Figure 1. Cell placement (run 1).
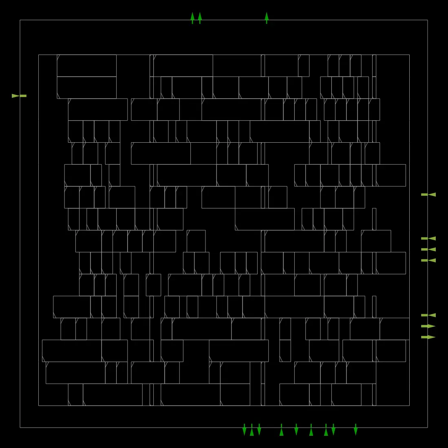
Figure 2. Cell sizes after repair (run 1).
Scale: 10 px per micron.
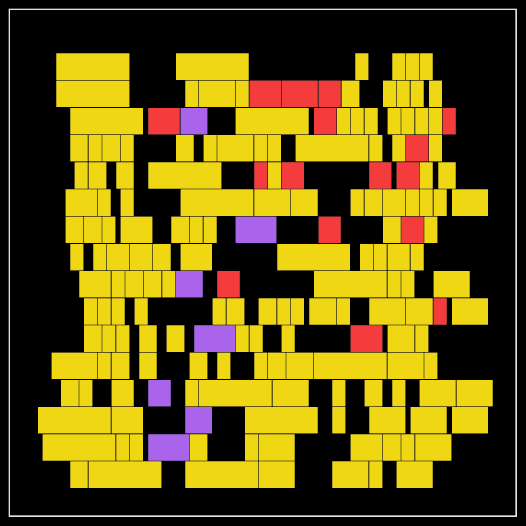
Figure 3. Nets reached from selected ports (run 1).
Scale: 6 px per micron.
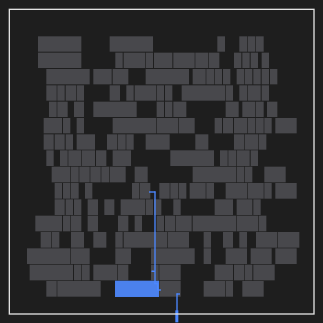
File: src/rtl/rr_mux_arbiter_pkg.sv
// Shared types and constants for the round-robin mux arbiter.
// Also holds the combinational round-robin priority pick.
package rr_mux_arbiter_pkg;

  localparam int unsigned NUM_REQ    = 4;
  localparam logic [1:0]  RESET_LAST = 2'd3;

  typedef enum logic {
    ST_IDLE  = 1'b0,
    ST_GRANT = 1'b1
  } state_t;

  // The search runs from offset NUM_REQ down to 1. Each hit overwrites the
  // previous one, so the nearest requester after `last` is the one that wins.
  function automatic logic [1:0] rr_pick(input logic [NUM_REQ-1:0] req,
                                         input logic [1:0]         last);
    logic [1:0] idx;
    rr_pick = last;
    for (int unsigned k = NUM_REQ; k >= 1; k--) begin
      idx = last + 2'(k);
      if (req[idx]) rr_pick = idx;
    end
  endfunction

endpackage

File: src/rtl/rr_mux_arbiter_mux4.sv
// Structural 4-to-1 single-bit multiplexer driven by the arbiter's s1/s0 selects.
module rr_mux_arbiter_mux4 (
  input  logic i0,
  input  logic i1,
  input  logic i2,
  input  logic i3,
  input  logic s0,
  input  logic s1,
  output logic out
);

  assign out = (i0 & ~s1 & ~s0) |
               (i1 & ~s1 &  s0) |
               (i2 &  s1 & ~s0) |
               (i3 &  s1 &  s0);

endmodule

File: src/rtl/rr_mux_arbiter.sv
// Round-robin arbiter sharing one serial line among four requesters.
// Grants are held for a burst, capped at MAX_HOLD cycles, with one idle cycle between owners.
module rr_mux_arbiter
  import rr_mux_arbiter_pkg::*;
#(
  parameter int unsigned MAX_HOLD = 8,
  parameter int unsigned CNT_W    = 8
) (
  input  logic               clk,
  input  logic               reset,
  input  logic [NUM_REQ-1:0] req,
  input  logic [NUM_REQ-1:0] din,
  output logic [NUM_REQ-1:0] gnt,
  output logic               s0,
  output logic               s1,
  output logic               busy,
  output logic               out,
  output logic [1:0]         owner_id
);

  localparam logic [CNT_W-1:0] HOLD_LAST = CNT_W'(MAX_HOLD - 1);

  state_t             state, state_n;
  logic [NUM_REQ-1:0] gnt_n;
  logic [1:0]         sel, sel_n;
  logic [CNT_W-1:0]   hold_cnt, hold_cnt_n;
  logic [1:0]         last, last_n;
  logic [1:0]         pick;
  logic               mux_out;

  assign pick = rr_pick(req, last);

  always_ff @(posedge clk) begin
    if (reset) begin
      state    <= ST_IDLE;
      gnt      <= '0;
      sel      <= '0;
      hold_cnt <= '0;
      last     <= RESET_LAST;
    end else begin
      state    <= state_n;
      gnt      <= gnt_n;
      sel      <= sel_n;
      hold_cnt <= hold_cnt_n;
      last     <= last_n;
    end
  end

  always_comb begin
    state_n    = state;
    gnt_n      = gnt;
    sel_n      = sel;
    hold_cnt_n = hold_cnt;
    last_n     = last;
    case (state)
      ST_IDLE: begin
        if (|req) begin
          state_n    = ST_GRANT;
          gnt_n      = NUM_REQ'(1) << pick;
          sel_n      = pick;
          hold_cnt_n = '0;
        end
      end
      ST_GRANT: begin
        // Release always returns through IDLE; sel is kept so owner_id shows the last owner.
        if (!req[sel] || hold_cnt == HOLD_LAST) begin
          state_n = ST_IDLE;
          gnt_n   = '0;
          last_n  = sel;
        end else if (hold_cnt != HOLD_LAST) begin
          hold_cnt_n = hold_cnt + 1'b1;
        end
      end
      default: begin
        state_n = ST_IDLE;
        gnt_n   = '0;
      end
    endcase
  end

  rr_mux_arbiter_mux4 u_mux (
    .i0  (din[0]),
    .i1  (din[1]),
    .i2  (din[2]),
    .i3  (din[3]),
    .s0  (sel[0]),
    .s1  (sel[1]),
    .out (mux_out)
  );

  assign s0       = sel[0];
  assign s1       = sel[1];
  assign owner_id = sel;
  assign busy     = (state == ST_GRANT);
  assign out      = busy & mux_out;

endmodule

File: config.mk
export PLATFORM = sky130hd
export DESIGN_NAME = rr_mux_arbiter
export DESIGN_NICKNAME = d
export VERILOG_FILES = /design/src/rtl/rr_mux_arbiter_pkg.sv /design/src/rtl/rr_mux_arbiter_mux4.sv /design/src/rtl/rr_mux_arbiter.sv
export SDC_FILE = /design/constraint.sdc
export NUM_CORES = 1
export LEC_CHECK = 0
export ABC_AREA = 1
export CAP_MARGIN = 20
export CORE_MARGIN = 2
export CORE_UTILIZATION = 50
export CTS_CLUSTER_DIAMETER = 80
export DETAILED_ROUTE_END_ITERATION = 7
export PLACE_DENSITY_LB_ADDON = 0.05
export SYNTH_ARGS = -nofsm -noshare
export SYNTH_HDL_FRONTEND = slang
export SYNTH_SLANG_ARGS = --single-unit
File: constraint.sdc
create_clock -name clk -period 3.8 [get_ports clk]
set_input_delay 0.76 -clock clk [delete_from_list [all_inputs] [get_ports clk]]
set_output_delay 0.76 -clock clk [all_outputs]
set_load 0.02 [all_outputs]
==> qor.txt, run 1 <==
Slowest-stage cell, CP: clkdlybuf4s50_1
status: finished clean
vias in the first global route: 999
Synth mux share: 0%
CP Capture Type: output pin
cts repair resizes: 0
total sequential power: 226 uW
Crit path max-delay family: buffers and inverters
cts hold-fix bufs: 0
Post-CTS Setup Inserts: 0
leading area contributor after synthesis: dfxtp_1
syn avg cell area: 6.65 sq um
Top Layout Cells: nand2_1, clkdlybuf4s50_1, dfxtp_1, inv_1, a21oi_1
crit path to: out
DRC viols: 0
htree depth: 1
Most flops, register: hold_cnt
CP Max Fanout: 1
Post-synth regs: 17
first-pass GRT wire length: 4.23 mm
cell area power density: 441 nW/um^2
worst relative slew slack: 64.3%
Reg2Reg Setup Slack: 2090 ps
Clock Sinks: 17
DR pass1 iterations: 4
CP cell instances: clkdlybuf4s50_1, a21oi_1, a221oi_1, clkdlybuf4s50_1
P_leak: 0.554 nW
Num CTS Buffers: 3
nets@finish: 192
Synth Area in Simple Gates: 38.9%
Clock power frac: 16.5%
CP startpoint: din[3]
final hold vios: 0
fmax: 0.331 GHz
via count: 1,062
Slew Limit Fails: 0
RSZ-0062 raised after global routing: no
Synth warnings: 0
area reported by Yosys stat: 1080 sq um
top logic cell by instance count in the layout: nand2_1
r2r endpoint: gnt[3]$_SDFFE_PP0P_
Adder Share, Synth: 1.15%
worst path bufs/invs: 2
register share after synthesis: 31.4%
Least-Margin Pin Slew: 534 ps
Post-Synth AOI/OAI Area: 14.1%
area post-placement: 1260 sq um
chip area: 2560 sq um
biggest cell delay along the critical path: 680 ps
drt wl/cell: 11.7 microns
GRT Total Usage: 21.4%
Seq pwr share: 39.6%
Critical R2R Launch: last[0]$_SDFFE_PP1P_
total power: 570 uW
layout cells sized above 1: 12.8%
crit share post-route: 79.6%
P&R area growth vs syn: 19.2%
cell count after synthesis: 163
floorplan core density: 54.1%
global placement routability congestion: 0.766
mapped cell area: 1080 sq um
pin count of the biggest net entering global routing: 14
insertion delay at the late pin of the worst-skew pair: 290 ps
biggest regs: hold_cnt x8, gnt x4
gr ovfl total: 0
final WL: 2.42 mm
final setup vio count: 0
initial antenna violation count: 0
Final Instance Area: 1290 sq um
CP most frequent cell: clkdlybuf4s50_1
Power Clock: 94.1 uW
CP Launch Type: primary input
max_cap viols: 0
HPWL after detailed placement: 1.86 mm
Peak VDD IR: 0.313 mV
root buffer cell: clkbuf_4
setup TNS: 0 ps
# Cells Yosys: 163
Post-synth EDFFs: 0
top cells, area: dfxtp_1, nand2_1, a21oi_1, nand3_1, inv_1
R2R depth: 12
Pint: 336 uW
Hold Crit Class: reg2reg
post-synthesis xor/xnor area fraction: 4.04%
Async SR Flop Fraction: 0%
Top pwr grp: combinational cells
initial DRC count: 16
switching power: 233 uW
max reg flops: 8
Top logic family: simple AND/OR/NAND/NOR gates
Final min period: 3030 ps
Comb power: 250 uW
WS Path Type: in2out
Clock Pin Slew Worst Setup and Hold Paths: 90 ps
# diodes: 0
die span in x: 50.6 microns
TritonCTS clock tree: built
Placed Instances: 203
WP depth: 4
final hold slack: 475 ps
worst-case clock skew: 1.46 ps
Longest Clk Path Bufs: 2
part of the power in combinational logic: 43.8%
Synthesized Nets: 174
Area leader share: 31.4%
switching portion of total power: 41.0%
Primary FF master, synth: dfxtp_1
I/O pin total: 20
crit path DRT: 3040 ps
Die Y: 50.6 microns
antenna-violating nets left: 0
tool warning count: 26
About Figure 1:
core area: 2000 sq um
non-filler cells, final: 207
Cell Rows: 16
TAP cells: 27
Flops: 17

About Figure 2:
drive 2: drawn in red, cells 16. drive 3 to 4: drawn in purple, cells 7. drive 1 or less: drawn in yellow, cells 157.

About Figure 3:
busy: drawn in blue, bits 1, direction output, end cells 1, buffers 1, wire 22.1 microns.

## run 1: how the worst min path moves through the flow
stage               slack, ps                       end                     start  depth (start not counted)
global route              510       gnt[0]$_SDFFE_PP0P_       gnt[0]$_SDFFE_PP0P_                          2
floorplan                 460  hold_cnt[0]$_SDFFE_PP0P_  hold_cnt[0]$_SDFFE_PP0P_                          1
finish                    470       gnt[2]$_SDFFE_PP0P_       gnt[2]$_SDFFE_PP0P_                          2
CTS                       470       gnt[2]$_SDFFE_PP0P_       gnt[2]$_SDFFE_PP0P_                          2
detailed placement        460       gnt[2]$_SDFFE_PP0P_       gnt[2]$_SDFFE_PP0P_                          2
global placement          460       gnt[2]$_SDFFE_PP0P_       gnt[2]$_SDFFE_PP0P_                          2
## run 1: logic make-up after synthesis
family	after synthesis
and+or+nand+nor	91
AOI/OAI and AO/OA	25
buffers and inverters	24
DFF	17
xor gates and xnor gates	5
adders and majority gates	1
## run 1: metrics by stage
step | util [%] | worst slack, ps
global placement | 63.2 | 836
floorplan | - | 1610
CTS | 64.5 | 787
detailed placement | 63.2 | 780
finish | 64.5 | 775
global route | 64.5 | 664
## run 1: routing by layer
layer	vias to the layer above	share of wire (%)	global-route usage [%]
li1	562	-	-
met1	476	45	23.7
met2	20	51	41.2
met3	4	3.2	2.38
met4	0	1.3	8.11
met5	-	0	0
## run 1: layout make-up
type / count / area, sq um
repair buffers: 19 / 190
flip-flops and latches: 17 / 340
fillers: 184 / 711
inverters: 18 / 70.1
clock buffers: 4 / 26.3
multi-input cells: 122 / 631
well taps: 27 / 33.8
## run 1: synthesized netlist by cell type, types with 3 or more instances
master,number
nand4_1,5
nand2_1,52
inv_1,14
xor2_1,4
a21oi_1,13
o21ai_0,3
nand3_1,11
dfxtp_1,17
nand2_2,8
nor2_1,8
inv_2,3
o211ai_1,4
buf_4,3
## Run 2: what changed since run 1
==> constraint.sdc (replaced) <==
create_clock -name clk -period 3.1 [get_ports clk]
set_input_delay 0.62 -clock clk [delete_from_list [all_inputs] [get_ports clk]]
set_output_delay 0.62 -clock clk [all_outputs]
set_load 0.02 [all_outputs]
Figure 4. I/O pins on the die edge (run 2).
Scale: 10 px per micron. Pins as bars across the die edge, other pins in grey.
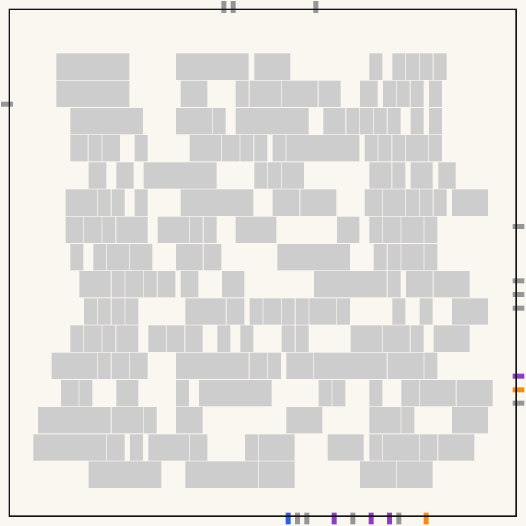
busy: drawn in blue, pins 1, direction output, edge bottom. owner_id: drawn in orange, pins 2, direction output, edge 1 bottom, 1 right. din: drawn in purple, pins 4, direction input, edge 3 bottom, 1 right.
All pins by edge: 9 bottom, 7 right, 3 top, 1 left.

==> qor.txt, run 2 <==
status: finished clean
Die Y: 50.6 microns (unchanged)
worst-case clock skew: 0.969 ps (-0.495 ps)
Hold Path End: gnt[2]$_SDFFE_PP0P_
RSZ-0062 raised after global routing: no
Peak VDD IR: 0.362 mV (+15%)
Comb area: 631 sq um (unchanged)
Post-synth top cells: nand2_1, dfxtp_1, inv_1, a21oi_1, nand3_1
final hold vios: 0 (unchanged)
Cell Rows: 16 (unchanged)
floorplan core density: 54.1% (unchanged)
htree depth: 1 (unchanged)
pre-CTS setup slack: 389 ps (-391 ps)
Critical R2R Launch: last[0]$_SDFFE_PP1P_
Reg2Reg Setup Slack: 1400 ps (-690 ps)
Slew Limit Fails: 0 (unchanged)
antenna-violating nets left: 0 (unchanged)
cts hold-fix bufs: 0 (unchanged)
CP cell instances: clkdlybuf4s50_1, a21oi_1, a221oi_1, clkdlybuf4s50_1
CP Launch Type: primary input
count leader, synth: nand2_1
DRC viols: 0 (unchanged)
top cells, area: dfxtp_1, nand2_1, a21oi_1, nand3_1, inv_1
CP Max Fanout: 1 (unchanged)
layout cells sized above 1: 12.8% (unchanged)
top logic cell by instance count in the layout: nand2_1
via count: 1,074 (+1.1%)
hold path startpoint: gnt[2]$_SDFFE_PP0P_
first-pass GRT wire length: 4.03 mm (-4.7%)
# Cells Yosys: 163 (unchanged)
fmax: 0.371 GHz
Slowest-stage cell, CP: clkdlybuf4s50_1
# diodes: 0 (unchanged)
GRT Total Usage: 20.6% (-0.85 points)
Longest Clk Path Bufs: 2 (unchanged)
Synthesized Nets: 174 (unchanged)
HPWL after detailed placement: 1.81 mm (-2.7%)
Post-synth EDFFs: 0 (unchanged)
insertion delay at the late pin of the worst-skew pair: 290 ps (about the same)
leading area contributor after synthesis: dfxtp_1
nets@finish: 192 (unchanged)
Clock Sinks: 17 (unchanged)
r2r endpoint: gnt[3]$_SDFFE_PP0P_
drt via density: 5.19
Synth warnings: 0 (unchanged)
crit path DRT: 2480 ps (-560 ps)
IO Port Bufs: 19
Post-synth regs: 17 (unchanged)
setup TNS: 0 ps (unchanged)
area reported by Yosys stat: 1080 sq um (unchanged)
Most flops, register: hold_cnt
max_cap viols: 0 (unchanged)
register share after synthesis: 31.4% (unchanged)
Num CTS Buffers: 3 (unchanged)
crit share post-route: 86.9%
P&R area growth vs syn: 19.2% (unchanged)
cell area power density: 541 nW/um^2 (+23%)
Core Util, Final: 64.5% (unchanged)
P_leak: 0.554 nW (unchanged)
Storage cell area: 340 sq um (unchanged)
core area: 2000 sq um (unchanged)
CP Capture Type: output pin
biggest cell delay along the critical path: 660 ps (-20 ps)
fin worst setup slack: 406 ps (-369 ps)
WS Path Type: in2out
initial antenna violation count: 0 (unchanged)
drt wl/cell: 11.3 microns (-3.5%)
Clock Pin Slew Worst Setup and Hold Paths: 90 ps (about the same)
Top Layout Cells: nand2_1, clkdlybuf4s50_1, dfxtp_1, inv_1, a21oi_1
gr ovfl total: 0 (unchanged)
pin count of the biggest net entering global routing: 14 (unchanged)
chip area: 2560 sq um (unchanged)
root buffer cell: clkbuf_4
DR pass1 iterations: 4 (unchanged)
biggest regs: hold_cnt x8, gnt x4
WHS Path Cells: 2 (unchanged)
TritonCTS clock tree: built
Post-CTS Setup Inserts: 0 (unchanged)
Async SR Flop Fraction: 0% (unchanged)
final hold slack: 480 ps (+5.54 ps)
Area leader share: 31.4% (unchanged)
WP data arrival: 2070 ps
Final min period: 2690 ps
cell count after synthesis: 163 (unchanged)
I/O pin total: 20 (unchanged)
worst relative slew slack: 62.5% (-1.8 points)
Hold Crit Class: reg2reg
tool warning count: 26 (unchanged)
mapped cell area: 1080 sq um (unchanged)
Unique cell types: 28
fill cell count: 180 (-2.2%)
CP most frequent cell: clkdlybuf4s50_1
vias in the first global route: 995 (-0.40%)
Least-Margin Pin Slew: 561 ps (+26.9 ps)
final setup vio count: 0 (unchanged)
max reg flops: 8 (unchanged)
syn avg cell area: 6.65 sq um (unchanged)
R2R depth: 11 (-1)
global placement routability congestion: 0.766 (about the same)
cts repair resizes: 0 (unchanged)
die span in x: 50.6 microns (unchanged)
final WL: 2.34 mm (-3.5%)
non-filler cells, final: 207 (unchanged)
Placed Instances: 203 (unchanged)
Primary FF master, synth: dfxtp_1
initial DRC count: 19 (+3)
Figure 5. Gate families picked out (run 2).
Scale: 10 px per micron.
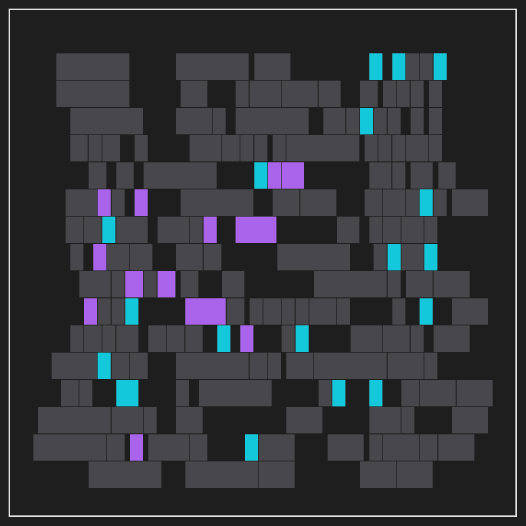
inverters: drawn in cyan, cells 18, where spread over the die. NOR gates: drawn in purple, cells 13.

-- run 2: cell counts after synthesis --
Identical to the previous run, type by type.
-- run 2: through the flow --
step | power (mW) | instance area [sq um]
global route | 0.748 | 1290
CTS | 0.702 | 1290
detailed placement | 0.586 | 1260
global placement | 0.578 | 1260
finish | 0.699 | 1290
floorplan | 0.501 | 1080
-- run 2: final cells by class --
class / instances / share of cell area [%]
clock buffer: 4 / 2.03
inverter: 18 / 5.43
multi-input combinational: 122 / 48.8
sequential: 17 / 26.4
tap: 27 / 2.62
timing repair buffer: 19 / 14.7
-- run 2: worst max path at each step --
stage                     end  cells after the start                startpoint  slack, ps
final                     out                      4                    din[3]        410
after global placement    out                      4                    din[3]        420
after CTS                 out                      4                    din[3]        390
after detailed placement  out                      4                    din[3]        390
after floorplan           out                      3  owner_id[0]$_SDFFE_PP0P_       1150
after global routing      out                      4                    din[1]        340
-- run 2: kinds of logic after synthesis --
group           Yosys count  synth area share (%)
compound gates           25                  14.1
flops                    17                  31.4
simple gates             91                  38.9
xor+xnor                  5                  4.04
fa+ha+maj                 1                  1.15
buf+inv                  24                  10.4
-- run 2: per-layer routing --
layer	part of all wire, %	GRT usage (%)	wire (microns)	up-vias
met2	50	39.7	1180	15
met1	45	22.3	1060	491
met4	1.9	9.46	45	0
met5	0	0	0	-
met3	2.3	1.79	53	5
li1	-	-	-	563
-- run 2: power by group --
part           switching (mW)  total, mW  internal, mW
Sequential             0.0329      0.276         0.243
Combinational           0.184      0.303         0.119
Clock                  0.0696      0.120        0.0502
Total                   0.286      0.699         0.413
-- run 2: worst max-delay path, delay by kind of cell --
| kind | cells | cell delay (ps) |
|---|---|---|
| AOI/OAI and AO/OA | 2 | 340 |
| buffers and inverters | 2 | 1110 |
Power is estimated from default activity; no workload was simulated.
